## src/rtl/uart_imem_loader.sv

```systemverilog
// Boot loader between the UART receiver and IMEM: packs bytes into little-endian words,
// writes them to consecutive addresses and holds the CPU in reset until the load completes.
module uart_imem_loader #(
  parameter int unsigned ADDR_W      = 8,
  parameter int unsigned MAX_WORDS   = 2**ADDR_W,
  parameter logic [31:0] END_WORD    = 32'hFFFF_FFFF,
  parameter int unsigned GAP_TIMEOUT = 65535
) (
  input  logic              clk,
  input  logic              resetn,
  input  logic              loader_en,
  input  logic              rx_valid,
  input  logic [7:0]        rx_data,
  input  logic              rx_break,
  output logic              imem_we,
  output logic [ADDR_W-1:0] imem_addr,
  output logic [31:0]       imem_wdata,
  output logic              cpu_rst,
  output logic              write_done,
  output logic [ADDR_W:0]   word_count
);

  localparam int unsigned      CNT_W    = ADDR_W + 1;
  localparam int unsigned      GAP_W    = $clog2(GAP_TIMEOUT + 1);
  localparam logic [CNT_W-1:0] MAX_CNT  = CNT_W'(MAX_WORDS);
  localparam logic [GAP_W-1:0] GAP_LAST = GAP_W'(GAP_TIMEOUT - 1);

  typedef enum logic [2:0] {
    S_IDLE,
    S_COLLECT,
    S_CHECK,
    S_WRITE,
    S_DONE
  } state_e;

  state_e            state_q, state_d;
  logic [23:0]       asm_q, asm_d;
  logic [23:0]       asm_ins;
  logic [1:0]        byte_cnt_q, byte_cnt_d;
  logic [GAP_W-1:0]  gap_q, gap_d;
  logic [31:0]       word_q, word_d;
  logic [CNT_W-1:0]  cnt_q, cnt_d;
  logic              we_q, we_d;
  logic [ADDR_W-1:0] addr_q, addr_d;
  logic [31:0]       wdata_q, wdata_d;
  logic              cpu_rst_q, cpu_rst_d;
  logic              done_q, done_d;

  // Partial word with the incoming byte dropped into its little-endian slot.
  always_comb begin
    asm_ins = asm_q;
    case (byte_cnt_q)
      2'd0:    asm_ins[7:0]   = rx_data;
      2'd1:    asm_ins[15:8]  = rx_data;
      default: asm_ins[23:16] = rx_data;
    endcase
  end

  always_comb begin
    state_d    = state_q;
    asm_d      = asm_q;
    byte_cnt_d = byte_cnt_q;
    gap_d      = '0;
    word_d     = word_q;
    cnt_d      = cnt_q;
    addr_d     = addr_q;
    wdata_d    = wdata_q;

    unique case (state_q)
      S_IDLE: begin
        if (loader_en) begin
          state_d    = S_COLLECT;
          cnt_d      = '0;
          byte_cnt_d = '0;
        end
      end

      S_COLLECT: begin
        if (!loader_en) begin
          state_d    = S_IDLE;
          byte_cnt_d = '0;
        end else if (rx_break) begin
          byte_cnt_d = '0;
        end else if (rx_valid) begin
          byte_cnt_d = byte_cnt_q + 2'd1;
          if (byte_cnt_q == 2'd3) begin
            word_d  = {rx_data, asm_q};
            state_d = S_CHECK;
          end else begin
            asm_d = asm_ins;
          end
        end else if (byte_cnt_q != 2'd0) begin
          // Stalled partial word: abandon it once the line has been quiet long enough.
          if (gap_q == GAP_LAST) begin
            byte_cnt_d = '0;
          end else begin
            gap_d = gap_q + 1'b1;
          end
        end
      end

      S_CHECK, S_WRITE: begin
        if (!loader_en) begin
          state_d    = S_IDLE;
          byte_cnt_d = '0;
        end else begin
          // Bytes keep landing in the assembler while the completed word is processed.
          if (rx_break) begin
            byte_cnt_d = '0;
          end else if (rx_valid) begin
            asm_d      = asm_ins;
            byte_cnt_d = byte_cnt_q + 2'd1;
          end

          if (state_q == S_CHECK) begin
            if (word_q == END_WORD) begin
              state_d    = S_DONE;
              byte_cnt_d = '0;
            end else begin
              state_d = S_WRITE;
              addr_d  = cnt_q[ADDR_W-1:0];
              wdata_d = word_q;
            end
          end else begin
            cnt_d = cnt_q + CNT_W'(1);
            if (cnt_d == MAX_CNT) begin
              state_d    = S_DONE;
              byte_cnt_d = '0;
            end else begin
              state_d = S_COLLECT;
            end
          end
        end
      end

      S_DONE: begin
        state_d = S_DONE;
      end

      default: begin
        state_d = S_IDLE;
      end
    endcase

    we_d      = (state_d == S_WRITE);
    cpu_rst_d = (state_d != S_DONE);
    done_d    = (state_d == S_DONE);
  end

  always_ff @(posedge clk or negedge resetn) begin
    if (!resetn) begin
      state_q    <= S_IDLE;
      asm_q      <= '0;
      byte_cnt_q <= '0;
      gap_q      <= '0;
      word_q     <= '0;
      cnt_q      <= '0;
      we_q       <= 1'b0;
      addr_q     <= '0;
      wdata_q    <= '0;
      cpu_rst_q  <= 1'b1;
      done_q     <= 1'b0;
    end else begin
      state_q    <= state_d;
      asm_q      <= asm_d;
      byte_cnt_q <= byte_cnt_d;
      gap_q      <= gap_d;
      word_q     <= word_d;
      cnt_q      <= cnt_d;
      we_q       <= we_d;
      addr_q     <= addr_d;
      wdata_q    <= wdata_d;
      cpu_rst_q  <= cpu_rst_d;
      done_q     <= done_d;
    end
  end

  // Dropping loader_en suppresses a write strobe in the very cycle it falls.
  assign imem_we    = we_q & loader_en;
  assign imem_addr  = addr_q;
  assign imem_wdata = wdata_q;
  assign cpu_rst    = cpu_rst_q;
  assign write_done = done_q;
  assign word_count = cnt_q;

endmodule
```

## config.mk

```make
export PLATFORM = sky130hd
export DESIGN_NAME = uart_imem_loader
export DESIGN_NICKNAME = d
export VERILOG_FILES = /design/src/rtl/uart_imem_loader.sv
export SDC_FILE = /design/constraint.sdc
export NUM_CORES = 1
export LEC_CHECK = 0
export CORE_MARGIN = 2
export CORE_UTILIZATION = 50
export CTS_CLUSTER_DIAMETER = 150
export DETAILED_ROUTE_END_ITERATION = 10
export PLACE_DENSITY_LB_ADDON = 0.12
export SYNTH_ARGS = -nofsm -noshare
export SYNTH_HDL_FRONTEND = slang
export SYNTH_SLANG_ARGS = --single-unit
```

## constraint.sdc

```tcl
create_clock -name clk -period 1.8 [get_ports clk]
set_input_delay 0.18 -clock clk [delete_from_list [all_inputs] [get_ports clk]]
set_output_delay 0.18 -clock clk [all_outputs]
set_load 0.005 [all_outputs]
```

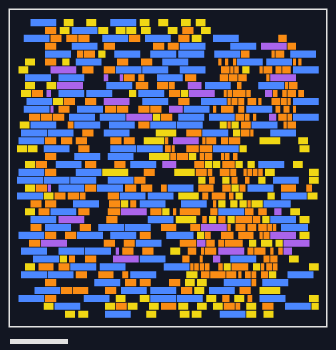
Fig. 1. Cell classes on the final placement (run 1).
Bar = 20 um.
Orange marks combinational and other logic, cells 257. Blue marks sequential cells, cells 129. Purple marks clock drivers and dummy loads, cells 31. Yellow marks remaining buffers and delay cells, cells 113.

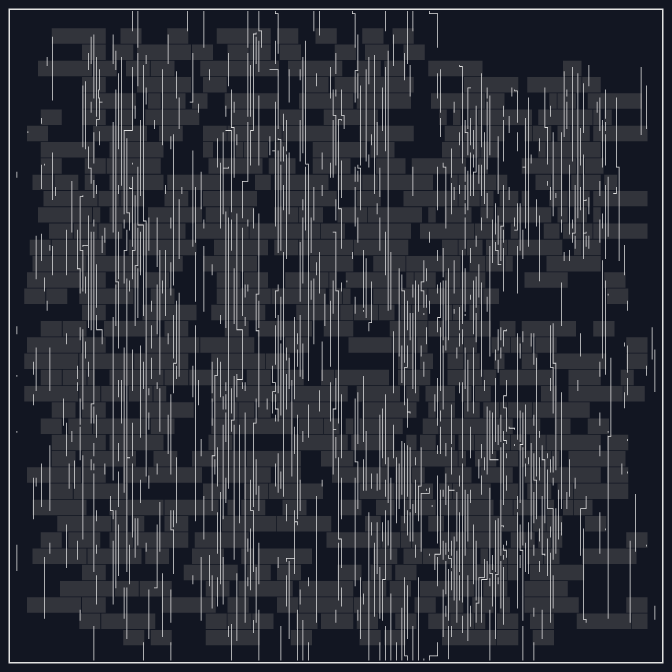
Fig. 2. M2 wires (run 1).
Cells faint in the background.
The wires run mostly vertical. The layer carries 5640 um of wire.

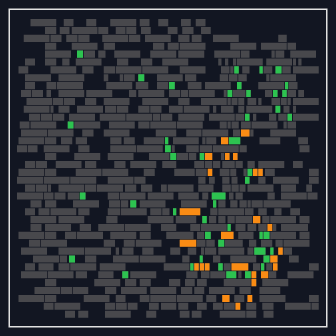
Fig. 3. Selected gate families (run 1).
Orange marks aoi and oai cells, cells 26, most used o21ai_0. Green marks nand cells, cells 45, most used nand3_1.

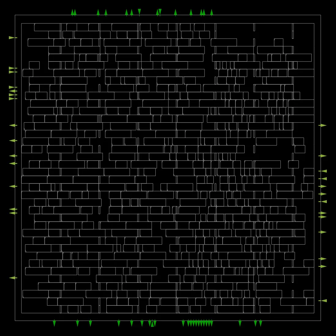
Fig. 4. Cell outlines without signal wires (run 1).
final sequential cell count: 129
Final Core Density: 67.69%

==> summary.rpt, run 1 <==
=== SYNTHESIS / PLACE & ROUTE SUMMARY ===
----------------------------------------------------
[Die]
  IO Count ........................ roughly 65
  Number of standard-cell rows in the floorplan ........................ 38
  Fraction of the core area occupied by cells at floorplan ........................ between 50 and 60%
  Well-tap cell count ........................ about 140

[Layout]
  Inserted Diodes ........................ 0
  Multi-input gate share of the layout cell area ........................ a little under a third
  Signal buffers share of area ........................ 15.57%
  Final instance area ........................ 7306 um2
  Biggest Area Class ........................ sequential cells
  Ratio of cells with drive above 1 in the final layout ........................ between 20% and 30%
  Most common cell after layout, fill and taps aside ........................ dfrtp_1
  Area of the multi-input gates ........................ 2227 um2
  Net count reported at finish ........................ roughly 540
  Clock network area share ........................ 7.039%
  Combinational Gates ........................ approximately 250
  Area occupied by registers ........................ 3233 um2
  Top library cells by usage in the layout, fill and taps aside ........................ 125 x dfrtp_1, 63 x clkdlybuf4s50_1, 46 x mux2_2, 43 x mux2_1, 37 x buf_4
  Register share of the cell area ........................ roughly 44%
  Clock buffer instance count of the final layout ........................ 23
  Post-route insts no fill ........................ ~670
  Area grow syn2layout ........................ 32.34%
  Non-clock buffers ........................ 113
  Inverters ........................ 5

[GRT]
  Number of antenna violations at the first check in global routing ........................ 0
  Number of global-route vias before repair ........................ about 3.7k
  GRT Util Overall ........................ approximately 21%
  First-pass GRT wire length ........................ around 19000 um

[Critical path]
  Endpoint type of the worst setup path ........................ flop
  Cells on worst reg2reg path ........................ 6
  Crit start category ........................ flop
  Worst Setup Path Type ........................ reg -> reg
  Worst reg2reg endpoint ........................ imem_wdata[1]$_DFFE_PN0P_
  Critical path arrival ........................ roughly 2.2 ns
  Maximum fanout count along the critical path ........................ 23
  Data required time of the critical path ........................ ~2.2 ns
  Start of the worst register-to-register path ........................ word_q[20]$_DFFE_PN0P_

[Detailed routing]
  Count of TritonRoute iterations in the first routing pass ........................ 5
  Wirelength per Cell ........................ roughly 17 um
  DRC ........................ 0
  Total number of vias ........................ 3591
  DRT Wirelength ........................ about 11000 um
  Antenna violation net count after detailed routing ........................ 0

[Yosys]
  Synthesized area per cell ........................ 13.70 um2
  Adder and majority cell fraction of the synthesized area ........................ under 10%
  AND/OR/NAND/NOR Cells, Area Fraction ........................ 9.859%
  Yosys stat chip area ........................ 5520 um2
  Most used flip-flop cell after synthesis ........................ dfrtp_1
  Most used standard cell by instance count after synthesis ........................ dfrtp_1
  Combined area of all synthesized cells ........................ ~5500 um2
  Post-synthesis xor/xnor area fraction ........................ 2.856%
  Distinct lib cells ........................ just under 50
  Instance tally after logic synthesis ........................ ~400
  Commonest cells post-synth ........................ 128 x dfrtp_1, 50 x mux2_1, 46 x mux2_2
  Mux cell area share ........................ roughly a fifth
  Count of yosys warnings during synthesis ........................ 0
  Post-synthesis cell count from yosys ........................ between 400 and 500
  Post-synth regs ........................ ~130
  Number of flops mapped to enable cells by yosys ........................ 0
  Largest cells by area ........................ dfrtp_1 58%, mux2_1 10%, mux2_2 9.4%
  Largest family of logic cells by area ........................ multiplexers
  Synth area leader ........................ dfrtp_1

[Run]
  Total number of warnings across the stage logs ........................ 31

[Place]
  Global placer's final weighted congestion ........................ between 0.8 and 0.9
  Port bufs ........................ roughly 64
  Pre-CTS WS ........................ -0.2495 ns

[Clocking]
  H-tree level count ........................ 4
  Setup Fix Bufs, Post-CTS ........................ 3
  Clk latency late pin ........................ ~0.52 ns
  Hold buffer count at cts ........................ 1
  Root Buffer Master ........................ clkbuf_8

[Final timing]
  Slew at the pin closest to its max-slew limit ........................ approximately 0.36 ns
  Setup violation total in the final timing report ........................ 0
  Achievable frequency ........................ around 560 MHz
  Final hold slack ........................ between 0.1 and 0.15 ns
  Worst path setup slack after routing ........................ 0.0002143 ns
  Final Slew Violations ........................ 0
  Final critical delay including setup and external delays ........................ about 1.8 ns
  Worst clock skew on the final layout ........................ just under 0.009 ns

[Status]
  Status ........................ completed

[Hold path]
  Hold Path Class ........................ in -> async

[Pwr]
  VDD IR-drop max ........................ slightly below 0.0007 V
  Overall power of the completed layout ........................ about 6300 uW

----------------------------------------------------
-- run 1: worst max-delay path, stage by stage, from the launching register on --
cell      delay [ns]
dfrtp_1         0.40
nand4_1         0.16
nor4_2          0.07
buf_4           0.15
a211oi_4        0.31
buf_12          0.23
mux2_2          0.35
-- run 1: layer usage --
metal  up-vias  global-route usage (%)  part of all wire (%)
li1       1680                       -                     -
met1      1835                   26.80                    46
met2        66                   33.98                    49
met3        10                   5.738                   3.7
met4         0                   5.769                  0.70
met5         -                       0                     0
-- run 1: power by group --
part | switching [uW] | internal [uW] | total [uW] | leakage (uW)
combinational | 126 | 126 | 252 | 0.00146
clock | 1220 | 1760 | 2970 | 0.000241
sequential | 43.8 | 2990 | 3030 | 0.00177
total | 1390 | 4870 | 6260 | 0.00347
--- run 2 (diff from run 1) ---
--- a/config.mk
+++ b/config.mk
@@ -6,10 +6,11 @@
 export NUM_CORES = 1
 export LEC_CHECK = 0
 export CORE_MARGIN = 2
-export CORE_UTILIZATION = 50
+export CORE_UTILIZATION = 30
 export CTS_CLUSTER_DIAMETER = 150
 export DETAILED_ROUTE_END_ITERATION = 10
 export PLACE_DENSITY_LB_ADDON = 0.12
 export SYNTH_ARGS = -nofsm -noshare
 export SYNTH_HDL_FRONTEND = slang
 export SYNTH_SLANG_ARGS = --single-unit
+export TNS_END_PERCENT = 100
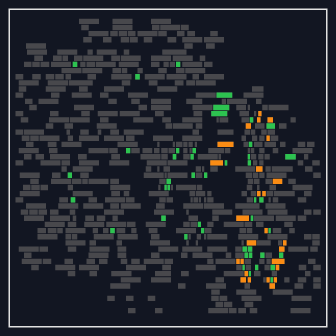
Fig. 5. Selected gate families (run 2).
Green marks nand cells, cells 45, most used nand3_1. Orange marks aoi and oai cells, cells 26, most used o21ai_0.

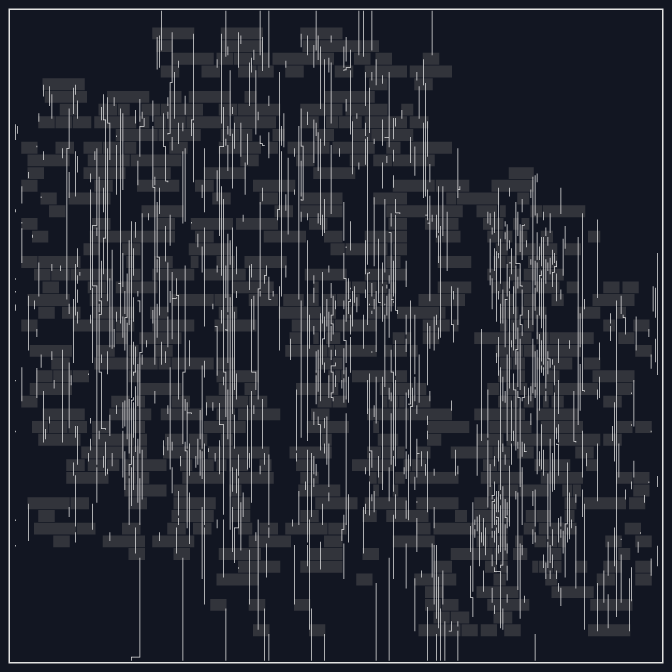
Fig. 6. M2 wires (run 2).
Cells faint in the background.
The longest straight run is 67.7 um. The wires run mostly vertical. 509 nets have wire on it. The layer holds 48% of the routed length. The layer carries 6250 um of wire.

==> run 2 against run 1 <==
  * Utilization down 25 points
  * Synthesized cell count unchanged
  * Fmax up 0.38%
  * Non-clock buffer count up 19
  * Critical path type unchanged
  * Clock power up about 20%
  * Register-to-register slack about the same
  * Setup slack better by 0.0068 ns
==> summary.rpt, run 2 <==
=== SYNTHESIS / PLACE & ROUTE SUMMARY ===
----------------------------------------------------
[Detailed routing]
  DRT Wirelength ........................ approximately 13000 um
  DRC ........................ 0
  Wire length the detailed router placed on met1 ........................ a little over 6000 um
  Total number of vias ........................ 3680
  Detailed-routed wire length on met2 ........................ about 6200 um
  Highest layer used for signal routing ........................ met4
  Total met3 wirelength after detailed routing ........................ 354 um
  Count of TritonRoute iterations in the first routing pass ........................ 4
  Wirelength per Cell ........................ roughly 17 um

[Yosys]
  Combined area of all synthesized cells ........................ roughly 5500 um2
  Instance tally after logic synthesis ........................ ~400
  AND/OR/NAND/NOR Cells, Area Fraction ........................ a little under 10%
  Synth area leader ........................ dfrtp_1
  Largest cells by area ........................ dfrtp_1 58%, mux2_1 10%, mux2_2 9.4%
  Post-synthesis xor/xnor area fraction ........................ approximately 2.9%
  Complex Gates by Area ........................ under 10%
  Commonest cells post-synth ........................ 128 x dfrtp_1, 50 x mux2_1, 46 x mux2_2
  Mux cell area share ........................ roughly 20%
  Post-synth regs ........................ 129
  Number of flops mapped to enable cells by yosys ........................ 0
  Synthesized area per cell ........................ ~14 um2
  Distinct lib cells ........................ 49
  Adder and majority cell fraction of the synthesized area ........................ 1.587%
  Post-synthesis cell count from yosys ........................ 403
  Most used standard cell by instance count after synthesis ........................ dfrtp_1
  Largest family of logic cells by area ........................ multiplexers
  Most used flip-flop cell after synthesis ........................ dfrtp_1
  Count of yosys warnings during synthesis ........................ 0

[GRT]
  Met3 Use GR ........................ under 10%
  GRT Util Overall ........................ ~14%
  Top Usage Layer GRT ........................ met2
  First-pass GRT wire length ........................ 21070 um
  Global-route met1 utilization ........................ between 15 and 20%
  Number of global-route vias before repair ........................ 3998
  Number of antenna violations at the first check in global routing ........................ 0

[Pwr]
  Power Sequential ........................ ~3000 uW
  Net switching power ........................ about 1500 uW
  Power in combinational cells ........................ 267 uW
  Part of the power in the clock network ........................ between 50% and 60%
  Overall power of the completed layout ........................ 6859 uW
  Cell internal pwr ........................ around 5300 uW
  Logic pwr share ........................ between 3 and 4%
  Top power consumer group ........................ the clock network
  Fraction of power consumed by sequential logic ........................ between 40% and 50%
  Reported clock group power ........................ 3560 uW

[Layout]
  Multi-input gate share of the layout cell area ........................ 29.54%
  Inverters ........................ 5
  Ratio of cells with drive above 1 in the final layout ........................ a little under a third
  Register share of the cell area ........................ 42.36%
  Final Core Density ........................ roughly 42%
  Non-clock buffers ........................ 132
  Most common cell after layout, fill and taps aside ........................ dfrtp_1
  Final sequential cell count ........................ between 100 and 150
  Post-route insts no fill ........................ between 700 and 800
  Signal buffers share of area ........................ 16.13%
  Area occupied by registers ........................ between 3000 and 4000 um2
  Net count reported at finish ........................ between 500 and 600
  Area grow syn2layout ........................ 38.17%
  Clock buffer instance count of the final layout ........................ 17
  Final instance area ........................ between 7000 and 8000 um2
  Area of the multi-input gates ........................ approximately 2300 um2
  Top library cells by usage in the layout, fill and taps aside ........................ 127 x dfrtp_1, 63 x clkdlybuf4s50_1, 60 x buf_4, 50 x mux2_1, 46 x mux2_2
  Biggest Area Class ........................ sequential cells
  Inserted Diodes ........................ 0

[Final timing]
  Slew at the pin closest to its max-slew limit ........................ around 0.46 ns
  Setup violation total in the final timing report ........................ 0
  Worst clock skew on the final layout ........................ 0.01036 ns
  Worst path setup slack after routing ........................ around 0.0070 ns
  Share of the clock period used by the worst path ........................ between 90% and 100%
  Final hold slack ........................ around 0.25 ns

[Run]
  Total number of warnings across the stage logs ........................ 31

[Status]
  Status ........................ completed

[Clocking]
  Root Buffer Master ........................ clkbuf_16
  Hold buffer count at cts ........................ 1
  Setup Fix Bufs, Post-CTS ........................ 2
  Clk latency late pin ........................ 0.42 ns

[Die]
  Fraction of the core area occupied by cells at floorplan ........................ roughly 31%
  Number of standard-cell rows in the floorplan ........................ approximately 49
  IO Count ........................ 65
  Well-tap cell count ........................ about 230

[Critical path]
  Max stage delay on crit path ........................ between 0.3 and 0.4 ns
  Critical path arrival ........................ between 2 and 2.5 ns
  Data required time of the critical path ........................ approximately 2.1 ns
  Cells on worst reg2reg path ........................ 6
  Crit-path leading delay family ........................ buffers and inverters
  Endpoint type of the worst setup path ........................ flop
  Maximum fanout count along the critical path ........................ 33
  Worst Setup Path Type ........................ reg -> reg
  Logic depth of the worst path, buffers included ........................ 6
  Worst reg2reg endpoint ........................ imem_wdata[28]$_DFFE_PN0P_
  Cells along the critical path ........................ nand4_1 -> nor4_2 -> buf_4 -> a211oi_4 -> buf_12 -> mux2_1

[Place]
  Port bufs ........................ roughly 64
  Pre-CTS WS ........................ -0.2679 ns
  Global placer's final weighted congestion ........................ 0.7897

[Hold path]
  Hold Path Class ........................ in -> async

----------------------------------------------------
[run 2: cell types whose count changed in the layout (fill, tap and decap cells not counted), sizes merged]
cell	change
bufinv	+3
clkbuf	-6
clkinvlp	-3
inv	+4
clkinv	+3
buf	+19
[run 2: worst min path at each step]
stage / from / to / slack [ns] / cells past startpoint
floorplan: resetn / asm_q[0]$_DFFE_PN0P_ / -0.12 / 0
global placement: resetn / imem_addr[7]$_DFFE_PN0P_ / 0.16 / 1
detailed placement: resetn / imem_addr[7]$_DFFE_PN0P_ / 0.17 / 1
CTS: resetn / imem_addr[7]$_DFFE_PN0P_ / 0.26 / 2
global route: resetn / imem_addr[4]$_DFFE_PN0P_ / 0.28 / 2
finish: resetn / imem_addr[7]$_DFFE_PN0P_ / 0.25 / 2
Power figures rest on the tool's default switching activity, not on a simulated workload.
